$ cat config.mk
export PLATFORM = sky130hd
export DESIGN_NAME = idex_stage
export DESIGN_NICKNAME = d
export VERILOG_FILES = /design/src/rtl/idex_stage.sv
export SDC_FILE = /design/constraint.sdc
export NUM_CORES = 1
export LEC_CHECK = 0
export CORE_AREA = 2 2 163 165
export CTS_BUF_LIST = sky130_fd_sc_hd__clkbuf_16
export CTS_CLUSTER_SIZE = 14
export DETAILED_ROUTE_END_ITERATION = 6
export DIE_AREA = 0 0 165 167
export PLACE_DENSITY = 0.59
export SKIP_CTS_REPAIR_TIMING = 1
export SLEW_MARGIN = 20
export SYNTH_ARGS = -nofsm -noshare
export SYNTH_HDL_FRONTEND = slang
export SYNTH_SLANG_ARGS = --single-unit
$ cat constraint.sdc
create_clock -name clock -period 6.2 [get_ports clock]
set_clock_uncertainty 0.1 [all_clocks]
set_input_delay 0.62 -clock clock [delete_from_list [all_inputs] [get_ports clock]]
set_output_delay 0.62 -clock clock [all_outputs]
set_load 0.1 [all_outputs]
$ cat src/rtl/idex_stage.sv
// idex_stage: ID/EX pipeline register with control decode, operand forwarding and load-use hazard detection.
// Latency: one cycle decode-to-EX; rdx, the rs1 field and hazard_stall are combinational from registered state.
// Backpressure: stall holds the register, hazard_stall holds IF/ID and loads a bubble, flush beats stall.
// Define IDEX_FORWARD_EN to enable EX/MEM and MEM/WB forwarding; otherwise hazards stall until the writer retires.
module idex_stage #(
  parameter int IDEX_W = 153
) (
  input  logic              clock,
  input  logic              reset,
  input  logic              stall,
  input  logic              flush,
  input  logic              id_valid,
  input  logic [31:0]       id_pc,
  input  logic [31:0]       id_rs1_data,
  input  logic [31:0]       id_rs2_data,
  input  logic [31:0]       id_imm,
  input  logic [4:0]        id_rs1,
  input  logic [4:0]        id_rs2,
  input  logic [4:0]        id_rd,
  input  logic [6:0]        id_opcode,
  input  logic [2:0]        id_funct3,
  input  logic              id_funct7b5,
  input  logic              exmem_reg_write,
  input  logic [4:0]        exmem_rd,
  input  logic [31:0]       exmem_result,
  input  logic              memwb_reg_write,
  input  logic [4:0]        memwb_rd,
  input  logic [31:0]       memwb_result,
  output logic [IDEX_W-1:0] idex_reg,
  output logic [3:0]        alu_decode,
  output logic [31:0]       rdx,
  output logic              hazard_stall
);

  localparam logic [6:0] OP_R      = 7'b0110011;
  localparam logic [6:0] OP_I      = 7'b0010011;
  localparam logic [6:0] OP_LOAD   = 7'b0000011;
  localparam logic [6:0] OP_STORE  = 7'b0100011;
  localparam logic [6:0] OP_BRANCH = 7'b1100011;
  localparam logic [6:0] OP_JAL    = 7'b1101111;
  localparam logic [6:0] OP_JALR   = 7'b1100111;
  localparam logic [6:0] OP_LUI    = 7'b0110111;
  localparam logic [6:0] OP_AUIPC  = 7'b0010111;

  localparam logic [3:0] ALU_AND  = 4'd0;
  localparam logic [3:0] ALU_OR   = 4'd1;
  localparam logic [3:0] ALU_ADD  = 4'd2;
  localparam logic [3:0] ALU_SLL  = 4'd3;
  localparam logic [3:0] ALU_SLT  = 4'd4;
  localparam logic [3:0] ALU_SLTU = 4'd5;
  localparam logic [3:0] ALU_SUB  = 4'd6;
  localparam logic [3:0] ALU_XOR  = 4'd7;
  localparam logic [3:0] ALU_SRA  = 4'd8;
  localparam logic [3:0] ALU_SRL  = 4'd9;

  typedef struct packed {
    logic [2:0]  funct3;
    logic        branch;
    logic        mem_to_reg;
    logic        mem_write;
    logic        mem_read;
    logic        reg_write;
    logic        alu_src;
    logic        valid;
    logic [31:0] pc;
    logic [31:0] rs1_dat;
    logic [31:0] rs2_dat;
    logic [31:0] imm;
    logic [4:0]  rs2;
    logic [4:0]  rs1;
    logic [4:0]  rd;
  } idex_t;

  idex_t       idex_q, idex_d, idex_out;
  logic [3:0]  alu_q, alu_d;
  logic        ctl_rw, ctl_as, ctl_mr, ctl_mw, ctl_br;
  logic [31:0] rs1_fwd, rs2_fwd;
  logic        q_rd_match;

  always_comb begin
    ctl_rw = 1'b0;
    ctl_as = 1'b0;
    ctl_mr = 1'b0;
    ctl_mw = 1'b0;
    ctl_br = 1'b0;
    case (id_opcode)
      OP_R:      ctl_rw = 1'b1;
      OP_I:      begin ctl_rw = 1'b1; ctl_as = 1'b1; end
      OP_LOAD:   begin ctl_rw = 1'b1; ctl_as = 1'b1; ctl_mr = 1'b1; end
      OP_STORE:  begin ctl_as = 1'b1; ctl_mw = 1'b1; end
      OP_BRANCH: ctl_br = 1'b1;
      OP_JAL:    begin ctl_rw = 1'b1; ctl_br = 1'b1; end
      OP_JALR:   begin ctl_rw = 1'b1; ctl_as = 1'b1; ctl_br = 1'b1; end
      OP_LUI,
      OP_AUIPC:  ctl_rw = 1'b1;
      default:   ctl_rw = 1'b0;
    endcase
  end

  always_comb begin
    alu_d = ALU_ADD;
    if (id_opcode == OP_R || id_opcode == OP_I) begin
      case (id_funct3)
        3'b000:  alu_d = (id_opcode == OP_R && id_funct7b5) ? ALU_SUB : ALU_ADD;
        3'b001:  alu_d = ALU_SLL;
        3'b010:  alu_d = ALU_SLT;
        3'b011:  alu_d = ALU_SLTU;
        3'b100:  alu_d = ALU_XOR;
        3'b101:  alu_d = id_funct7b5 ? ALU_SRA : ALU_SRL;
        3'b110:  alu_d = ALU_OR;
        default: alu_d = ALU_AND;
      endcase
    end else if (id_opcode == OP_BRANCH) begin
      case (id_funct3)
        3'b000, 3'b001: alu_d = ALU_SUB;
        3'b100, 3'b101: alu_d = ALU_SLT;
        3'b110, 3'b111: alu_d = ALU_SLTU;
        default:        alu_d = ALU_ADD;
      endcase
    end
  end

  // Control bits of a non-instruction must never reach EX, whatever the opcode bits say.
  always_comb begin
    idex_d            = '0;
    idex_d.funct3     = id_funct3;
    idex_d.branch     = ctl_br & id_valid;
    idex_d.mem_to_reg = ctl_mr & id_valid;
    idex_d.mem_write  = ctl_mw & id_valid;
    idex_d.mem_read   = ctl_mr & id_valid;
    idex_d.reg_write  = ctl_rw & id_valid;
    idex_d.alu_src    = ctl_as & id_valid;
    idex_d.valid      = id_valid;
    idex_d.pc         = id_pc;
    idex_d.rs1_dat    = id_rs1_data;
    idex_d.rs2_dat    = id_rs2_data;
    idex_d.imm        = id_imm;
    idex_d.rs2        = id_rs2;
    idex_d.rs1        = id_rs1;
    idex_d.rd         = id_rd;
  end

  always_ff @(posedge clock) begin
    if (reset || flush) begin
      idex_q <= '0;
      alu_q  <= ALU_ADD;
    end else if (!stall) begin
      if (hazard_stall) begin
        idex_q <= '0;
        alu_q  <= ALU_ADD;
      end else begin
        idex_q <= idex_d;
        alu_q  <= alu_d;
      end
    end
  end

  always_comb begin
    rs1_fwd = idex_q.rs1_dat;
    rs2_fwd = idex_q.rs2_dat;
`ifdef IDEX_FORWARD_EN
    if (exmem_reg_write && exmem_rd != 5'd0 && exmem_rd == idex_q.rs1)
      rs1_fwd = exmem_result;
    else if (memwb_reg_write && memwb_rd != 5'd0 && memwb_rd == idex_q.rs1)
      rs1_fwd = memwb_result;
    if (exmem_reg_write && exmem_rd != 5'd0 && exmem_rd == idex_q.rs2)
      rs2_fwd = exmem_result;
    else if (memwb_reg_write && memwb_rd != 5'd0 && memwb_rd == idex_q.rs2)
      rs2_fwd = memwb_result;
`endif
  end

  assign q_rd_match = (idex_q.rd != 5'd0) && ((idex_q.rd == id_rs1) || (idex_q.rd == id_rs2));

`ifdef IDEX_FORWARD_EN
  assign hazard_stall = idex_q.valid & idex_q.mem_read & q_rd_match & id_valid;
`else
  // Without forwarding any pending writer in EX or MEM blocks a dependent reader.
  logic ex_rd_match;
  logic unused_fwd_inputs;
  assign ex_rd_match = exmem_reg_write && (exmem_rd != 5'd0) &&
                       ((exmem_rd == id_rs1) || (exmem_rd == id_rs2));
  assign hazard_stall = id_valid & ((idex_q.reg_write & q_rd_match) | ex_rd_match);
  assign unused_fwd_inputs = ^{exmem_result, memwb_reg_write, memwb_rd, memwb_result};
`endif

  always_comb begin
    idex_out         = idex_q;
    idex_out.rs1_dat = rs1_fwd;
  end

  // Shift-immediate ops only consume shamt, so the upper immediate bits are masked.
  always_comb begin
    if (!idex_q.alu_src)
      rdx = rs2_fwd;
    else if (alu_q == ALU_SLL || alu_q == ALU_SRA || alu_q == ALU_SRL)
      rdx = {27'd0, idex_q.imm[4:0]};
    else
      rdx = idex_q.imm;
  end

  assign idex_reg   = idex_out;
  assign alu_decode = alu_q;

endmodule
==> results_tabular.tex <==
% Synthesis and place-and-route results
\begin{tabular}{lr}
\hline
Metric & Value \\
\hline
\multicolumn{2}{l}{\textbf{Detailed routing}} \\
ANT nets after route & 0 \\
\multicolumn{2}{l}{\textbf{Cells and area}} \\
Top logic cells by instance count in the layout & sky130\_fd\_sc\_hd\_\_clkdlybuf4s50\_1 (354), sky130\_fd\_sc\_hd\_\_dfxtp\_1 (156), sky130\_fd\_sc\_hd\_\_a32o\_1 (151) \\
Number of flip-flops in the largest register & 88 \\
Post-layout nets & about 1100 \\
Syn-to-layout area delta & 74.5\% \\
Layout fillers & 2591 \\
Number of signal-net buffers in the layout & around 360 \\
Clock network area share & 5.81\% \\
\multicolumn{2}{l}{\textbf{Placement}} \\
Placed wire-length estimate & $\sim$16 mm \\
Final GP Congestion & 0.774 \\
\multicolumn{2}{l}{\textbf{Critical path}} \\
Critical register-to-register path startpoint & idex\_reg[4] \\
Kind of capture point of the worst setup path & output port \\
Required time of the worst setup path & $\sim$5.5 ns \\
Classification of the worst setup path & reg2out \\
Worst path buffer plus inverter count & 2 \\
CP Max Fanout & 17 \\
\multicolumn{2}{l}{\textbf{Floorplan}} \\
Number of primary I/O pins & around 430 \\
Horizontal die dimension & 165 um \\
Die Footprint & roughly 0.028 mm\^{}2 \\
Core box area & approximately 0.026 mm\^{}2 \\
Tap cell count & approximately 340 \\
\multicolumn{2}{l}{\textbf{Flow run}} \\
Number of OpenROAD warnings & 96 \\
\multicolumn{2}{l}{\textbf{Yosys}} \\
Number of instances in the synthesized netlist & approximately 540 \\
Biggest area consumer among synthesized cells & sky130\_fd\_sc\_hd\_\_dfxtp\_1 \\
Distinct cell type count of the synthesized netlist & 34 \\
Most instantiated flip-flop cell in the synthesis netlist & sky130\_fd\_sc\_hd\_\_dfxtp\_1 \\
Post-Syn Nets & $\sim$780 \\
Area figure in the yosys stat output & 0.00589 mm\^{}2 \\
Area fraction in and, or, nand and nor cells after synthesis & 5.33\% \\
Logic family by area & AND-OR/OR-AND gates \\
\multicolumn{2}{l}{\textbf{Power and ir drop}} \\
Switch Pwr & between 800 and 900 uW \\
Power Density & 263 mW/mm\^{}2 \\
Seq group & 1.06 mW \\
\multicolumn{2}{l}{\textbf{Global route}} \\
Busiest metal layer after global routing & met2 \\
Sum of overflow across all layers after global routing & 0 \\
Wire length of the first global-routing pass & $\sim$33 mm \\
Largest net degree at the start of global routing & 85 \\
GRT Total Usage & between 10\% and 20\% \\
\multicolumn{2}{l}{\textbf{STA}} \\
Number of slew-limit violations in the final report & 0 \\
Slack of the critical path & slightly below 2 ns \\
Tightest Pin Transition & around 1.1 ns \\
\multicolumn{2}{l}{\textbf{CTS}} \\
Reg clk slew, reported paths & approximately 0.07 ns \\
CTS tree & done \\
Largest buffer count on any clock path & 2 \\
Maximum level of the CTS H-tree & 4 \\
\multicolumn{2}{l}{\textbf{Worst hold path}} \\
Hold path start & rs1\_fwd[2] \\
\multicolumn{2}{l}{\textbf{Outcome}} \\
Status & completed \\
\hline
\end{tabular}
## Yosys cell counts, types with 2 or more instances
library cell	n
sky130_fd_sc_hd__a21oi_1	3
sky130_fd_sc_hd__a22o_1	4
sky130_fd_sc_hd__a22oi_1	2
sky130_fd_sc_hd__a32o_1	151
sky130_fd_sc_hd__and2_1	2
sky130_fd_sc_hd__and3b_1	2
sky130_fd_sc_hd__buf_2	6
sky130_fd_sc_hd__buf_4	11
sky130_fd_sc_hd__clkbuf_1	42
sky130_fd_sc_hd__dfxtp_1	156
sky130_fd_sc_hd__inv_1	30
sky130_fd_sc_hd__mux2_2	5
sky130_fd_sc_hd__nand2_1	35
sky130_fd_sc_hd__nand3_1	7
sky130_fd_sc_hd__nor2_1	8
sky130_fd_sc_hd__nor3_1	3
sky130_fd_sc_hd__nor3b_1	2
sky130_fd_sc_hd__o21a_1	3
sky130_fd_sc_hd__o21ai_0	30
sky130_fd_sc_hd__o22ai_1	2
sky130_fd_sc_hd__or4_1	3
sky130_fd_sc_hd__xnor2_1	21
## routing by layer
metal	wire, um	vias up
li1	-	2765
met1	8940	2821
met2	10800	254
met3	2260	19
met4	434	0
met5	0	-
## metrics by stage
step	hold slack (ns)	util [%]	instances	instance area, um^2
5_1_grt	0.377	39.9	1212	10300
4_1_cts	0.370	39.9	1212	10300
2_1_floorplan	0.675	-	540	5890
6_report	0.365	39.9	1212	10300
3_3_place_gp	0.345	37.6	1180	9680
3_5_place_dp	0.353	37.6	1180	9680
## path summary, 6_finish.rpt
kind / endpoint / depth (start not counted)
max: rdx[5] / 7
min: rs1_fwd[2] / 1
max reg2reg: idex_reg[46] / 7
min reg2reg: rs1_fwd[2] / 1
==> images/final_clocks.png <==
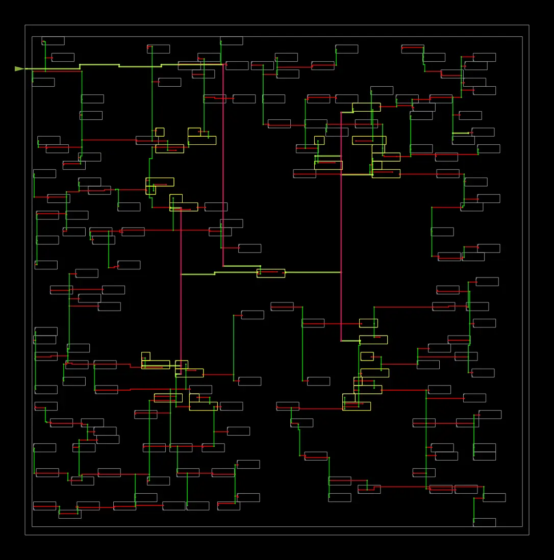
power drawn by the clock network: 1.07 mW
number of clock sinks: 156

==> images/port_nets.png <==
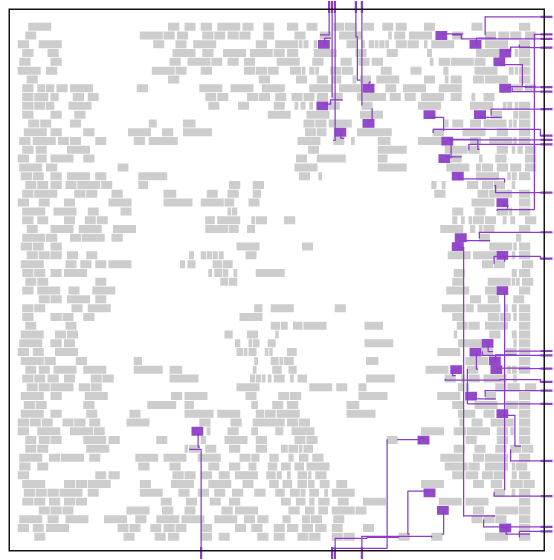
| port | colour | direction | end cells | buffers | wire |
|---|---|---|---|---|---|
| id_imm | purple | input | 32 | 32 | 1140 um |

==> images/metal_stack.png <==
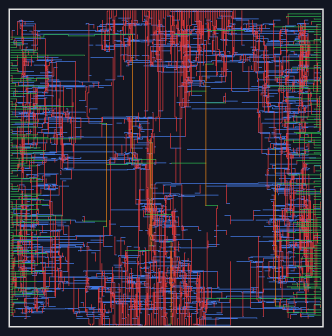
| layer | colour | wire length |
|---|---|---|
| met1 | blue | 8940 um |
| met4 | orange | 435 um |
| met3 | green | 2260 um |
| met2 | red | 10800 um |

==> images/clock_map.png <==
Bar = 50 um.
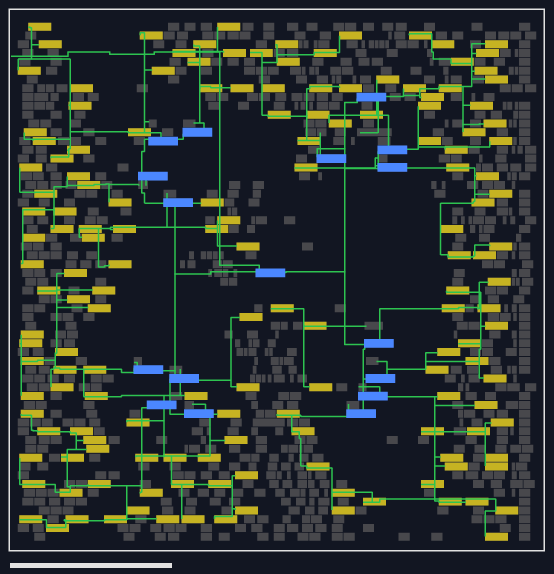
[cells driving clock nets] blue | count: 17
[clock wires] green | length: 2390 um
[flip-flops] yellow | count: 156
flops lie: spread over the die

Power and IR drop assume default switching activity.
